===== src/rtl/seg7_to_num_reader.sv =====
// Purpose: read back a multiplexed active-low 7-seg bus, debounce each digit, decode to value/dp/blank.
// Latency: STABLE_CNT qualifying samples to commit; outputs registered on the capturing edge.
// Backpressure: none; sample_en qualifies the bus, valid/err are single-cycle pulses.
// Optional: define SEG7_HEX_DECODE_EN to also decode A..F as 10..15.
module seg7_to_num_reader #(
  parameter int DIGITS     = 4,
  parameter int STABLE_CNT = 4
) (
  input  logic                                    clk,
  input  logic                                    rst_n,
  input  logic                                    sample_en,
  input  logic [6:0]                              seg7,
  input  logic                                    dpt,
  input  logic [DIGITS-1:0]                       com,
  output logic [4*DIGITS-1:0]                     num,
  output logic [DIGITS-1:0]                       dp,
  output logic [DIGITS-1:0]                       blank,
  output logic                                    valid,
  output logic                                    err,
  output logic [$clog2(DIGITS>1?DIGITS:2)-1:0]    upd_idx
);

  localparam int IW = $clog2(DIGITS > 1 ? DIGITS : 2);
  localparam int CW = $clog2(STABLE_CNT + 1);
  localparam logic [CW-1:0] SAT = CW'(STABLE_CNT);

  // Pattern decoder: returns {recognised, blank, value}.
  function automatic logic [5:0] decode(input logic [6:0] s);
    case (s)
      7'b1000000: decode = {1'b1, 1'b0, 4'd0};
      7'b1111001: decode = {1'b1, 1'b0, 4'd1};
      7'b0100100: decode = {1'b1, 1'b0, 4'd2};
      7'b0110000: decode = {1'b1, 1'b0, 4'd3};
      7'b0011001: decode = {1'b1, 1'b0, 4'd4};
      7'b0010010: decode = {1'b1, 1'b0, 4'd5};
      7'b0000010: decode = {1'b1, 1'b0, 4'd6};
      7'b1111000: decode = {1'b1, 1'b0, 4'd7};
      7'b0000000: decode = {1'b1, 1'b0, 4'd8};
      7'b0010000: decode = {1'b1, 1'b0, 4'd9};
      7'b1111111: decode = {1'b1, 1'b1, 4'd0};
`ifdef SEG7_HEX_DECODE_EN
      7'b0001000: decode = {1'b1, 1'b0, 4'd10};
      7'b0000011: decode = {1'b1, 1'b0, 4'd11};
      7'b1000110: decode = {1'b1, 1'b0, 4'd12};
      7'b0100001: decode = {1'b1, 1'b0, 4'd13};
      7'b0000110: decode = {1'b1, 1'b0, 4'd14};
      7'b0001110: decode = {1'b1, 1'b0, 4'd15};
`endif
      default:    decode = {1'b0, 1'b0, 4'd0};
    endcase
  endfunction

  logic [7:0]    cand [DIGITS];
  logic [CW-1:0] cnt  [DIGITS];

  logic [3:0]    nlow;
  logic [IW-1:0] sel;
  logic [7:0]    cur_cand;
  logic [CW-1:0] cur_cnt;
  logic [CW-1:0] nxt_cnt;
  logic          match;
  logic          commit;
  logic          dec_ok;
  logic          dec_blank;
  logic [3:0]    dec_val;
  logic [3:0]    cur_num;
  logic          changed;

  // Count active (low) digit selects and find the selected digit index.
  always_comb begin
    nlow = '0;
    sel  = '0;
    for (int i = 0; i < DIGITS; i++) begin
      if (!com[i]) begin
        nlow = nlow + 1'b1;
        sel  = IW'(i);
      end
    end
  end

  // Run-length tracking, commit detection and decode for the selected digit.
  always_comb begin
    cur_cand = cand[sel];
    cur_cnt  = cnt[sel];
    match    = ({seg7, dpt} == cur_cand);
    nxt_cnt  = CW'(1);
    commit   = 1'b0;
    if (match) begin
      nxt_cnt = (cur_cnt == SAT) ? cur_cnt : cur_cnt + 1'b1;
      // A saturated run never re-commits; only the step onto SAT does.
      commit  = (cur_cnt == SAT - 1'b1);
    end else begin
      commit  = (SAT == CW'(1));
    end
    {dec_ok, dec_blank, dec_val} = decode(seg7);
    cur_num = num[{sel, 2'b00} +: 4];
    changed = (dec_val != cur_num) || (~dpt != dp[sel]) || (dec_blank != blank[sel]);
  end

  // Candidate/counter state, committed digits and single-cycle pulses.
  always_ff @(posedge clk or negedge rst_n) begin
    if (!rst_n) begin
      for (int i = 0; i < DIGITS; i++) begin
        cand[i] <= 8'hFF;
        cnt[i]  <= '0;
      end
      num     <= '0;
      dp      <= '0;
      blank   <= '1;
      valid   <= 1'b0;
      err     <= 1'b0;
      upd_idx <= '0;
    end else begin
      valid <= 1'b0;
      err   <= 1'b0;
      if (sample_en) begin
        if (nlow > 4'd1) begin
          // Several digits driven at once: flag it, leave all runs alone.
          err     <= 1'b1;
          upd_idx <= '0;
        end else if (nlow == 4'd1) begin
          cand[sel] <= {seg7, dpt};
          cnt[sel]  <= nxt_cnt;
          if (commit) begin
            if (!dec_ok) begin
              err     <= 1'b1;
              upd_idx <= sel;
            end else if (changed) begin
              num[{sel, 2'b00} +: 4] <= dec_val;
              dp[sel]                <= ~dpt;
              blank[sel]             <= dec_blank;
              valid                  <= 1'b1;
              upd_idx                <= sel;
            end
          end
        end
      end
    end
  end

endmodule


===== config.mk =====
export PLATFORM = sky130hd
export DESIGN_NAME = seg7_to_num_reader
export DESIGN_NICKNAME = d
export VERILOG_FILES = /design/src/rtl/seg7_to_num_reader.sv
export SDC_FILE = /design/constraint.sdc
export NUM_CORES = 1
export LEC_CHECK = 0
export ABC_AREA = 1
export CORE_ASPECT_RATIO = 1.2
export CORE_UTILIZATION = 45
export DETAILED_ROUTE_END_ITERATION = 16
export PLACE_DENSITY = 0.75
export SLEW_MARGIN = 40
export SYNTH_ARGS = -nofsm -noshare
export SYNTH_HDL_FRONTEND = slang
export SYNTH_SLANG_ARGS = --single-unit

===== constraint.sdc =====
create_clock -name clk -period 2.2 [get_ports clk]
set_input_delay 0.22 -clock clk [delete_from_list [all_inputs] [get_ports clk]]
set_output_delay 0.22 -clock clk [all_outputs]
set_load 0.005 [all_outputs]

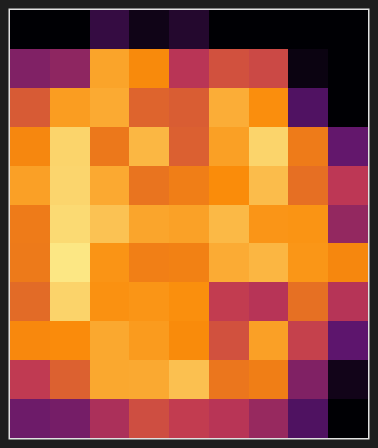
(images/density.png)
9 x 11 tiles, from black (low) to pale yellow (high), 0 to 100% covered.
The emptiest ninth of the die: north-east. 35% of the tiles are over 75% full. The mean over all tiles is 58%. The densest ninth of the die: west. 9.1% of the tiles are nearly empty.

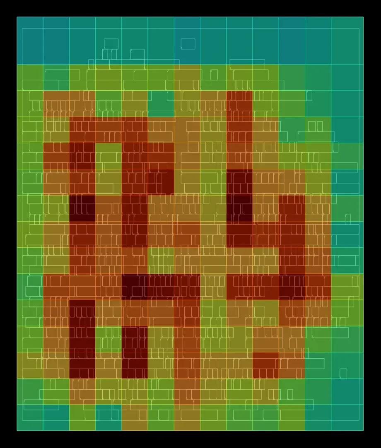
(images/final_congestion.png)
grt met1 use: 29.8%
overall routing resource usage: 26.9%

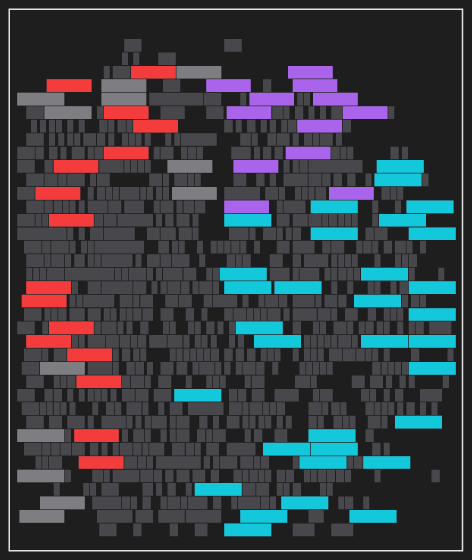
(images/registers.png)
Key: purple = cnt [sequential cells 12]; cyan = cand [sequential cells 32]; red = num [sequential cells 16]

==> run notes <==
Latest figures from synthesis and place and route.

The power group with the largest share is sequential cells. Counting cells, the worst reg-to-reg path comes to 13. The count of antenna diodes in the layout is 0. The initial antenna violation count is 0.

For the pin with the worst max-slew slack, the measured transition is 599 ps. The switching power is 1.31 mW. The aggregate global routing overflow is 0. The flow reports that combinational logic draws 25.5% of the design power.

The number of stages on the worst setup path is 18. The total instance count after detailed placement is 831. Across all register-to-register paths, the minimum setup slack is 130 ps. Wire segments on met3 add up to 599 um in the final route. Dividing the detail-routed via count by the number of cells gives 5.24.

According to the floorplan log, the row count is 38. After synthesis, the most frequently instantiated cells are sky130_fd_sc_hd__nand2_1, sky130_fd_sc_hd__inv_1, sky130_fd_sc_hd__nor2_1. The number of warning messages in the logs is 29. The clock latency reported for the late side of the worst-skew pair is 360 ps. The worst path meets setup with 111 ps of slack. The arrival time at the worst endpoint is 2380 ps. The count of input and output buffers is 42. The post-route DRC violation count is 0.

The clock buffer count from CTS is 9. The count of boundary I/O pins is 43. The script computed a power per unit cell area of 719 nW/um^2.

The timing report gives the biggest stage delay along the critical path as 270 ps. Per the cell usage report, the commonest logic cell in the layout is sky130_fd_sc_hd__nand2_1. The unique cell type count in the Yosys netlist is 29.

The placement summary gives the final routability congestion estimate as 1.01. Listed in order, past its start point the critical path passes buf_2 > inv_2 > ha_4 > xnor2_2 > ha_2 > inv_1 > nor2_1 > xor2_1 > nand2_1 > nor3_2 > nand2_1 > inv_1 > nand4_1 > nor2_4 > buf_4 > buf_12 > nand3_2 > nand2_2. The worst-case max-slew headroom was logged as 60.1%.

Yosys printed 0 warnings. For this configuration, the core starts out at a cell density of 46.9%. The required time at the worst-slack endpoint is 2490 ps. The post-synth area from yosys stat is 4300 um^2.

TritonCTS built the clock tree. In the final layout, the share of cells above drive strength 1 is 25.9%. The total area inside the core boundary comes to 9180 um^2.

The worst-case IR drop observed on VDD is 0.364 mV. STA reports the tightest min-delay check as being of type input port to async pin. The sort of element at the end of the critical path is a register. The switching portion of total power is 31.0%. The highest clock rate is 479 MHz. The fraction of the core area covered by cells at the end of the flow is 64.3%. Sorting the synthesized cells by area gives the leading types as sky130_fd_sc_hd__dfstp_2, sky130_fd_sc_hd__dfrtp_1, sky130_fd_sc_hd__nand2_1. For this run, global-route usage on met3 was measured as 3.63%. Summed over all nets, wire length on met2 after detailed routing comes to 6.64 mm. The synthesized design contains 72 register bits. The cell count after synthesis is 615.

For this design the static power due to leakage is 3.04 nW. The average detailed-routed wire length per instance is 14.9 um. The launch point of the worst path is com[1].

The dominant synthesized flop cell is sky130_fd_sc_hd__dfstp_2. For this run, the detailed router's first-pass iteration total came to 5. After routing the design area is 5900 um^2. The worst flop-to-flop path endpoint is num[15].

The total of endpoints with negative setup slack in the final report is 0. By instance count after routing, the leading logic cell types are sky130_fd_sc_hd__nand2_1, sky130_fd_sc_hd__buf_4, sky130_fd_sc_hd__inv_1, sky130_fd_sc_hd__o21ai_0, sky130_fd_sc_hd__nor2_1. The endpoint of the most critical setup path is num[15]. The proportion of power drawn by flip-flops and latches is 45.6%. For this run, the register share of the synthesized area comes to 42.9%. Detailed-route iteration 0 reported a violation count of 281. The run reported a max-capacitance violation count of 0. Pins over their slew limit in the final report were tallied at 0. After detailed routing, the wire length on met1 is 4.86 mm.

The number of routed nets with antenna violations is 0. The number of hold violations in the final report is 0. The flow reports that the clock network draws 28.9% of the design power. The clock sink count is 72.

STA classifies the critical path startpoint as an input port. Per the Yosys statistics, synthesis produced 615 cells. The worst setup slack after placement is -653 ps. The startpoint-to-endpoint class of the critical path is input port to register. The HPWL after detailed placement is 9.11 mm. The first global-routing pass estimated 20.8 mm of wire. The total detailed-routing wirelength is 12.8 mm. The met2 demand-to-capacity share in global routing is 48.2%. The share of the clock period used by the worst path is 95.0%. The total via count after detailed routing is 4506. The kind of cell with the highest combined delay on the critical path is simple AND/OR/NAND/NOR gates. Buffers inserted to repair hold after CTS numbered 0. The flow ran to the end, and the final reports show no timing, DRC or antenna violations.

Looking at the critical path, the highest net fanout was 7. The critical-path cell with the highest stage delay is sky130_fd_sc_hd__ha_4. The global routing stage identified its most utilized layer as met2. The total standard cell area after synthesis is 4300 um^2. The vertical die dimension reported for this design is 109 um. The largest net degree at the start of global routing is 28.
==> per-stage QoR <==
stage,setup TNS (ps),hold WS (ps)
2_1_floorplan,0,-75.6
3_3_place_gp,-35300,464
3_5_place_dp,-38850,467
4_1_cts,0,228
5_1_grt,-52.5,261
6_report,0,209
==> sequential cells by signal, summed over array words and instances, names as in the netlist <==
| name | count |
|---|---|
| cand | 32 |
| num | 16 |
| cnt | 12 |
| blank | 4 |
| dp | 4 |
| upd_idx | 2 |
| err | 1 |
| valid | 1 |
==> layout make-up <==
| class | instances | area (um^2) | share of cell area, % |
|---|---|---|---|
| Multi-Input combinational cell | 430 | 2100 | 35.6 |
| Sequential cell | 72 | 1850 | 31.3 |
| Timing Repair Buffer | 135 | 1250 | 21.2 |
| Inverter | 87 | 327 | 5.54 |
| Tap cell | 120 | 150 | 2.55 |
| Clock buffer | 9 | 124 | 2.10 |
| Clock inverter | 7 | 103 | 1.74 |
==> kinds of logic (layout without fill, tap and decap cells) <==
kind of cell | Yosys count | count (layout) | synth area share, %
and+or+nand+nor | 341 | 341 | 33.7
buffers and inverters | 113 | 238 | 11.1
AOI/OAI and AO/OA | 77 | 77 | 9.27
DFF | 72 | 72 | 42.9
adders and majority gates | 6 | 6 | 1.74
xor gates and xnor gates | 5 | 5 | 1.02
muxes | 1 | 1 | 0.262
==> what timing repair did <==
action / in CTS / in global routing
buffers inserted: 8 / 3
cloned: 3 / 0
pin swaps: 19 / 18
gates resized: 28 / 27
setup endpoints to repair: 72 / 49
endpoints found under the hold margin: 0 / 0
==> worst reg2reg max path: cells and delay by family (launching register included) <==
| family | cells | cell delay (ps) |
|---|---|---|
| AOI/OAI and AO/OA | 3 | 390 |
| buffers and inverters | 4 | 390 |
| DFF | 1 | 370 |
| and+or+nand+nor | 4 | 360 |
| adders and majority gates | 2 | 440 |
Power figures rest on the tool's default switching activity, not on a simulated workload.
